Run 1, cell sizes after repair:
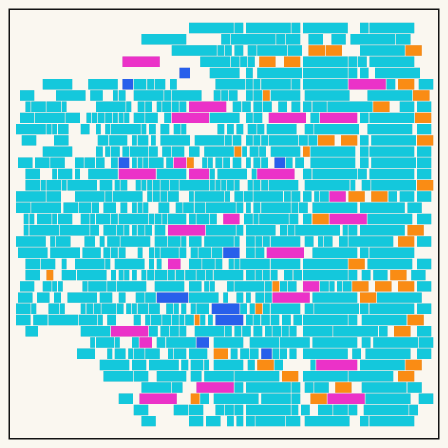
Run 1, cell outlines without signal wires:
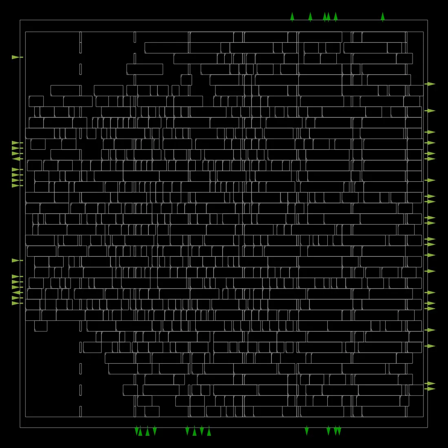
Run 1, ports around the boundary:
Scale bar: 20 um. Pins as bars across the die edge, other pins in grey.
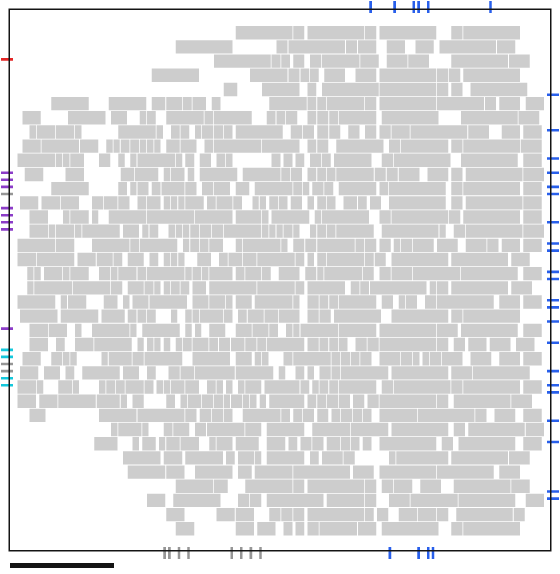
File: config.mk
export PLATFORM = sky130hd
export DESIGN_NAME = receiver_core
export DESIGN_NICKNAME = d
export VERILOG_FILES = /design/src/rtl/receiver_pkg.sv /design/src/rtl/rx_pingpong.sv /design/src/rtl/receiver_core.sv
export SDC_FILE = /design/constraint.sdc
export NUM_CORES = 1
export LEC_CHECK = 0
export ABC_CLOCK_PERIOD_IN_PS = 4600
export CAP_MARGIN = 20
export CORE_MARGIN = 1
export CORE_UTILIZATION = 62
export DETAILED_ROUTE_END_ITERATION = 16
export GPL_ROUTABILITY_DRIVEN = 0
export GPL_TIMING_DRIVEN = 0
export PLACE_DENSITY = 0.95
export SYNTH_ARGS = -nofsm -noshare
export SYNTH_HDL_FRONTEND = slang
export SYNTH_SLANG_ARGS = --single-unit
export TNS_END_PERCENT = 30
File: constraint.sdc
create_clock -name clk -period 4.6 [get_ports clk]
set_input_delay 0.69 -clock clk [delete_from_list [all_inputs] [get_ports clk]]
set_output_delay 0.69 -clock clk [all_outputs]
set_load 0.1 [all_outputs]
File: src/rtl/receiver_pkg.sv
// ==========================================================================
// receiver_pkg: shared types and constants for the serial receive engine
// Rev 1.0
// ==========================================================================
`default_nettype none

package receiver_pkg;

   localparam int WORD_W = 32;

   localparam logic [3:0] SIZE_ADDR  = 4'd0;
   localparam logic [3:0] BURST_ADDR = 4'd1;
   localparam logic [3:0] CLR_ADDR   = 4'd2;

   localparam logic [7:0] DEF_SIZE  = 8'd32;
   localparam logic [7:0] DEF_BURST = 8'd1;

   typedef enum logic [1:0] {
      IDLE = 2'd0,
      DATA = 2'd1,
      ACK  = 2'd2,
      STOP = 2'd3
   } state_t;

   // Out-of-range sizes fall back to a full word.
   function automatic logic [5:0] eff_size(input logic [7:0] s);
      if (s == 8'd0 || s > 8'd32) return 6'd32;
      return s[5:0];
   endfunction

   function automatic logic [7:0] eff_burst(input logic [7:0] b);
      if (b == 8'd0) return 8'd1;
      return b;
   endfunction

endpackage

`default_nettype wire

File: src/rtl/rx_pingpong.sv
// ==========================================================================
// rx_pingpong: two-slot receive buffer with valid/ready drain side
// Rev 1.0
// ==========================================================================
`default_nettype none

module rx_pingpong
   import receiver_pkg::*;
(
   input  logic              clk,
   input  logic              reset,
   input  logic              push,
   input  logic [WORD_W-1:0] push_data,
   output logic              accept,
   input  logic              ready,
   output logic              valid,
   output logic [WORD_W-1:0] rdata
);

   logic [WORD_W-1:0] slot [2];
   logic              wr_ptr;
   logic              rd_ptr;
   logic [1:0]        count;
   logic              pop;
   logic              push_ok;

   assign valid   = (count != 2'd0);
   assign rdata   = slot[rd_ptr];
   assign pop     = valid & ready;
   // A full buffer still takes a word when the host frees a slot this cycle.
   assign accept  = (count != 2'd2) | pop;
   assign push_ok = push & accept;

   always_ff @(posedge clk) begin
      if (reset) begin
         for (int i = 0; i < 2; i++) slot[i] <= '0;
         wr_ptr <= 1'b0;
         rd_ptr <= 1'b0;
         count  <= 2'd0;
      end else begin
         if (push_ok) begin
            slot[wr_ptr] <= push_data;
            wr_ptr       <= ~wr_ptr;
         end
         if (pop) rd_ptr <= ~rd_ptr;
         case ({push_ok, pop})
            2'b10:   count <= count + 2'd1;
            2'b01:   count <= count - 2'd1;
            default: count <= count;
         endcase
      end
   end

endmodule

`default_nettype wire

File: src/rtl/receiver_core.sv
// ==========================================================================
// receiver_core: start/data/ACK/stop serial receiver feeding a ping-pong buffer
// Rev 1.0
// ==========================================================================
`default_nettype none

module receiver_core
   import receiver_pkg::*;
(
   input  logic              clk,
   input  logic              reset,
   input  logic              scl,
   input  logic              sda_in,
   output logic              sda_out,
   output logic              sda_oe,
   input  logic [7:0]        data,
   input  logic              write,
   input  logic [3:0]        addin,
   output logic [WORD_W-1:0] rxdata,
   output logic              rxvalid,
   input  logic              rxready,
   output logic              busy,
   output logic              overrun,
   output logic              frame_err
);

   state_t            state;
   logic              scl_q;
   logic              strobe;
   logic [7:0]        size_reg;
   logic [7:0]        burst_reg;
   logic [5:0]        frame_size;
   logic [5:0]        bitcnt;
   logic [7:0]        wordcnt;
   logic [WORD_W-1:0] shift;
   logic [WORD_W-1:0] shift_next;
   logic              nack;
   logic              push;
   logic              accept;
   logic              set_ovr;
   logic              set_ferr;
   logic              clr_flags;

   assign strobe     = scl & ~scl_q;
   assign shift_next = {shift[WORD_W-2:0], sda_in};
   assign push       = strobe && (state == DATA) && (bitcnt == 6'd1);
   assign set_ovr    = push & ~accept;
   assign set_ferr   = strobe && (state == STOP) && !sda_in;
   assign clr_flags  = write && (addin == CLR_ADDR);

   assign busy    = (state != IDLE);
   assign sda_oe  = (state == ACK);
   assign sda_out = (state == ACK) ? nack : 1'b1;

   always_ff @(posedge clk) begin
      if (reset) begin
         scl_q     <= 1'b0;
         size_reg  <= DEF_SIZE;
         burst_reg <= DEF_BURST;
         overrun   <= 1'b0;
         frame_err <= 1'b0;
      end else begin
         scl_q <= scl;
         if (write && addin == SIZE_ADDR)  size_reg  <= data;
         if (write && addin == BURST_ADDR) burst_reg <= data;
         overrun   <= (overrun & ~clr_flags) | set_ovr;
         frame_err <= (frame_err & ~clr_flags) | set_ferr;
      end
   end

   always_ff @(posedge clk) begin
      if (reset) begin
         state      <= IDLE;
         frame_size <= 6'd32;
         bitcnt     <= 6'd0;
         wordcnt    <= 8'd0;
         shift      <= '0;
         nack       <= 1'b0;
      end else if (strobe) begin
         case (state)
            IDLE: begin
               if (!sda_in) begin
                  frame_size <= eff_size(size_reg);
                  bitcnt     <= eff_size(size_reg);
                  wordcnt    <= eff_burst(burst_reg);
                  shift      <= '0;
                  state      <= DATA;
               end
            end
            DATA: begin
               shift  <= shift_next;
               bitcnt <= bitcnt - 6'd1;
               if (bitcnt == 6'd1) begin
                  nack  <= ~accept;
                  state <= ACK;
               end
            end
            ACK: begin
               wordcnt <= wordcnt - 8'd1;
               if (wordcnt == 8'd1) begin
                  state <= STOP;
               end else begin
                  // Clearing per word keeps short words zero-extended.
                  bitcnt <= frame_size;
                  shift  <= '0;
                  state  <= DATA;
               end
            end
            STOP: state <= IDLE;
            default: state <= IDLE;
         endcase
      end
   end

   rx_pingpong u_buf (
      .clk       (clk),
      .reset     (reset),
      .push      (push),
      .push_data (shift_next),
      .accept    (accept),
      .ready     (rxready),
      .valid     (rxvalid),
      .rdata     (rxdata)
   );

endmodule

`default_nettype wire
==> results.py, run 1 <==
# Flow results
metrics = {
    "routing": {
        "drt_first_pass_iters": 9,
        "first_iter_violations": 385,
        "dr_total_vias": 5192,
        "met3WireLength_um": 1210,
        "wl_met1_um": 5870,
        "drt-wirelength-per-cell_um": 18.5,
    },
    "global_routing": {
        "grt_max_degree": 33,
        "global_route.usage.total_pct": 29.8,
        "gr-usage-met3_pct": 6.67,
    },
    "power": {
        "leakagePower_uw": 0.00268,
        "comb_power_share_pct": 10.9,
        "power.share.clock_pct": 41.5,
        "peakVddDrop_mv": 0.331,
        "p_per_area_nw_per_um2": 375,
        "power_frac_seq_pct": 47.6,
        "seq-power_uw": 1370,
        "finalPower_uw": 2880,
        "p_int_uw": 2100,
    },
    "critical_path": {
        "reg2reg_slack_ns": 1.71,
        "timing.critical_path.depth": 6,
        "worst-path-buf-inv": 4,
        "timing.critical_path.from_type": "flip-flop",
        "worstSetupPathType": "flip-flop to output pin",
        "worstPathArrival_ns": 3.34,
        "reg2reg_launch_point": "state[0]",
        "critPathSlowestCell": "sky130_fd_sc_hd__clkdlybuf4s50_1",
    },
    "final_layout": {
        "final_area_um2": 7670,
        "area_growth_syn_to_layout_pct": 19.8,
        "layout-drive-gt1-share_pct": 11.0,
        "sequential_cell_total": 142,
        "seqAreaFraction_pct": 45.4,
        "layout.cells.most_common_list": "sky130_fd_sc_hd__dfxtp_1 (78), sky130_fd_sc_hd__and2_1 (65), sky130_fd_sc_hd__edfxtp_1 (64)",
    },
    "clock_tree": {
        "cts-root-buf": "sky130_fd_sc_hd__clkbuf_8",
        "cts-resized-gates": 0,
        "clock_latency_late_sink_ns": 0.53,
        "count_of_hold_buffers_inserted_by_post_cts_repair": 0,
        "cts_tree": "yes",
    },
    "synthesis": {
        "simple_gate_share_pct": 19.4,
        "yosys-dominant-comb-family": "simple AND/OR/NAND/NOR gates",
        "cells_yosys": 606,
        "synthMostInstantiatedCell": "sky130_fd_sc_hd__dfxtp_1",
        "mappedNetlistArea_um2": 6410,
        "ys_sh_xor_pct": 1.09,
        "synthCells": 606,
        "ys.flop_type": "sky130_fd_sc_hd__dfxtp_1",
        "synthesis.area_per_instance_um2": 10.6,
        "fraction_of_synthesized_area_in_multiplexers_pct": 7.81,
        "synth_largest_type_area_fraction_pct": 30.0,
        "biggest_area_contributors_in_the_synthesized_netlist": "sky130_fd_sc_hd__edfxtp_1 (30%), sky130_fd_sc_hd__dfxtp_1 (24%), sky130_fd_sc_hd__and2_1 (6.3%), sky130_fd_sc_hd__mux2_2 (5.6%), sky130_fd_sc_hd__a21oi_1 (4.6%)",
        "yosys.area_share.adder_pct": 1.95,
        "largest_area_cell": "sky130_fd_sc_hd__edfxtp_1",
    },
    "final_timing": {
        "min_period_ns": 4.03,
        "finalSetupTns_ns": 0,
        "hold_violations": 0,
        "setup_ws_ns": 0.572,
        "fmax_ghz": 0.248,
        "timing.hold.ws_ns": 0.472,
        "final_report_setup_violation_count": 0,
    },
    "status": {
        "outcome": "finished clean",
    },
    "place": {
        "detailed_place_hpwl_um": 9860,
        "dpl.cell_count": 795,
        "port_buffers": 55,
    },
    "flow_run": {
        "max_cap_violations": 0,
    },
    "die": {
        "coreArea_um2": 9910,
        "die_width_um": 104,
    },
    "worst_hold_path": {
        "min_to": "frame_size[1]",
    },
}
Notes on 'cell sizes after repair' above:
Blue marks drive 3 to 4, cells 10. Magenta marks drive 6 and up, cells 24. Orange marks drive 2, cells 42. Cyan marks drive 1 or less, cells 618.

Notes on 'cell outlines without signal wires' above:
final design utilization: 77.4%
Layout fillers: 595
placement row count: 36

Notes on 'ports around the boundary' above:
Cyan marks `addin`, pins 4, direction input, edge left. Purple marks `data`, pins 8, direction input, edge left. Blue marks `rxdata`, pins 32, direction output, edge 22 right, 6 top, 4 bottom. Red marks `clk`, pins 1, direction input, edge left.
All pins by edge: 22 right, 16 left, 12 bottom, 6 top.

## Run 2: what changed since run 1
Settings changed: CORE_UTILIZATION 62 to 40, PLACE_DENSITY 0.95 to 0.7.
==> results.py, run 2 <==
# Flow results
metrics = {
    "status": {
        "outcome": "finished clean",
    },
    "final_timing": {
        "hold_violations": 0,
        "fmax_ghz": 0.254,
        "finalSetupTns_ns": 0,
        "min_period_ns": 3.94,
    },
    "power": {
        "peakVddDrop_mv": 0.249,
        "comb_power_share_pct": 10.5,
        "seq-power_uw": 1370,
        "p_per_area_nw_per_um2": 382,
        "power_frac_seq_pct": 45.6,
        "leakagePower_uw": 0.00273,
        "power.share.clock_pct": 43.9,
        "p_int_uw": 2250,
    },
    "synthesis": {
        "ys_sh_xor_pct": 1.09,
        "synthesis.area_per_instance_um2": 10.6,
        "biggest_area_contributors_in_the_synthesized_netlist": "sky130_fd_sc_hd__edfxtp_1 (30%), sky130_fd_sc_hd__dfxtp_1 (24%), sky130_fd_sc_hd__and2_1 (6.3%), sky130_fd_sc_hd__mux2_2 (5.6%), sky130_fd_sc_hd__a21oi_1 (4.6%)",
        "synthMostInstantiatedCell": "sky130_fd_sc_hd__dfxtp_1",
        "synthCells": 606,
    },
    "critical_path": {
        "worstPathArrival_ns": 3.25,
        "critPathSlowestCell": "sky130_fd_sc_hd__clkdlybuf4s50_1",
        "worstSetupPathType": "flip-flop to output pin",
        "worst-path-buf-inv": 4,
        "timing.critical_path.depth": 6,
        "reg2reg_slack_ns": 2.08,
    },
    "global_routing": {
        "grt_max_degree": 26,
        "gr-usage-met3_pct": 4.66,
        "global_route.usage.total_pct": 18.1,
    },
    "worst_hold_path": {
        "min_to": "frame_size[0]",
    },
    "final_layout": {
        "final_area_um2": 7850,
        "final_util_pct": 50.9,
        "sequential_cell_total": 142,
        "fillCellCount": 1376,
        "area_growth_syn_to_layout_pct": 22.6,
        "layout.cells.most_common_list": "sky130_fd_sc_hd__dfxtp_1 (78), sky130_fd_sc_hd__and2_1 (65), sky130_fd_sc_hd__edfxtp_1 (64)",
        "seqAreaFraction_pct": 44.4,
        "layout-drive-gt1-share_pct": 11.1,
    },
    "routing": {
        "met3WireLength_um": 631,
        "dr_total_vias": 4852,
        "first_iter_violations": 428,
        "drt_first_pass_iters": 4,
        "wl_met1_um": 6630,
    },
    "place": {
        "port_buffers": 55,
        "dpl.cell_count": 874,
        "detailed_place_hpwl_um": 10000,
    },
    "clock_tree": {
        "count_of_hold_buffers_inserted_by_post_cts_repair": 0,
        "clock_latency_late_sink_ns": 0.42,
        "cts-root-buf": "sky130_fd_sc_hd__clkbuf_16",
        "cts_tree": "yes",
    },
    "flow_run": {
        "max_cap_violations": 0,
    },
    "die": {
        "coreArea_um2": 15400,
    },
}
Run 2, ports around the boundary:
Scale bar: 50 um. Pins as bars across the die edge, other pins in grey.
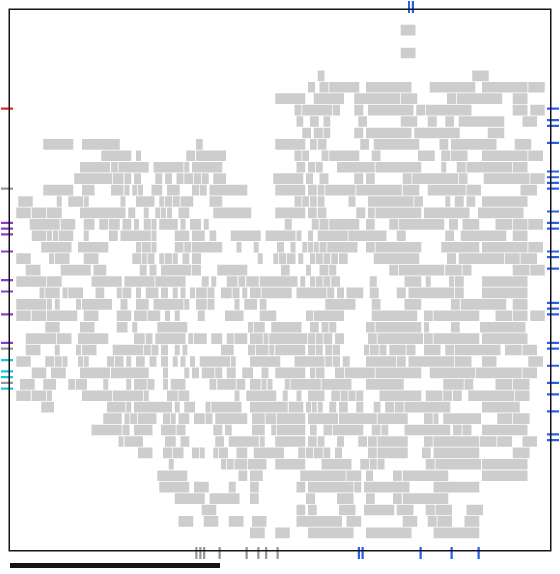
Purple marks `data`, pins 8, direction input, edge left. Cyan marks `addin`, pins 4, direction input, edge left. Red marks `clk`, pins 1, direction input, edge left. Blue marks `rxdata`, pins 32, direction output, edge 25 right, 5 bottom, 2 top.

Run 2, cell sizes after repair:
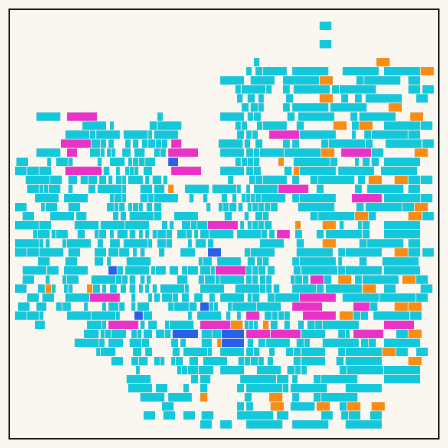
Magenta marks drive 6 and up, cells 27. Orange marks drive 2, cells 42. Cyan marks drive 1 or less, cells 618. Blue marks drive 3 to 4, cells 8.

Run 2, zoomed window:
Window x 86 to 106, y 86 to 106 um. Cells in grey, sequential cells in the stronger grey; small squares are vias.
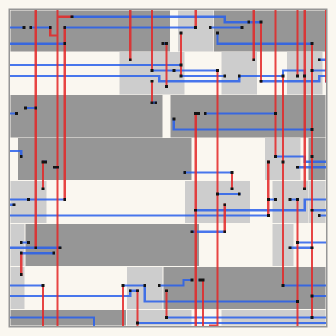
Blue marks met1. Red marks met2.
Sequential cells in the window: 7. Most frequent: and2_1 (7), edfxtp_1 (7), mux2_2 (2). Netlist names of flops here include `u_buf.slot` (7). 17 logic cells have their middle in the window.

Power and IR drop assume default switching activity.
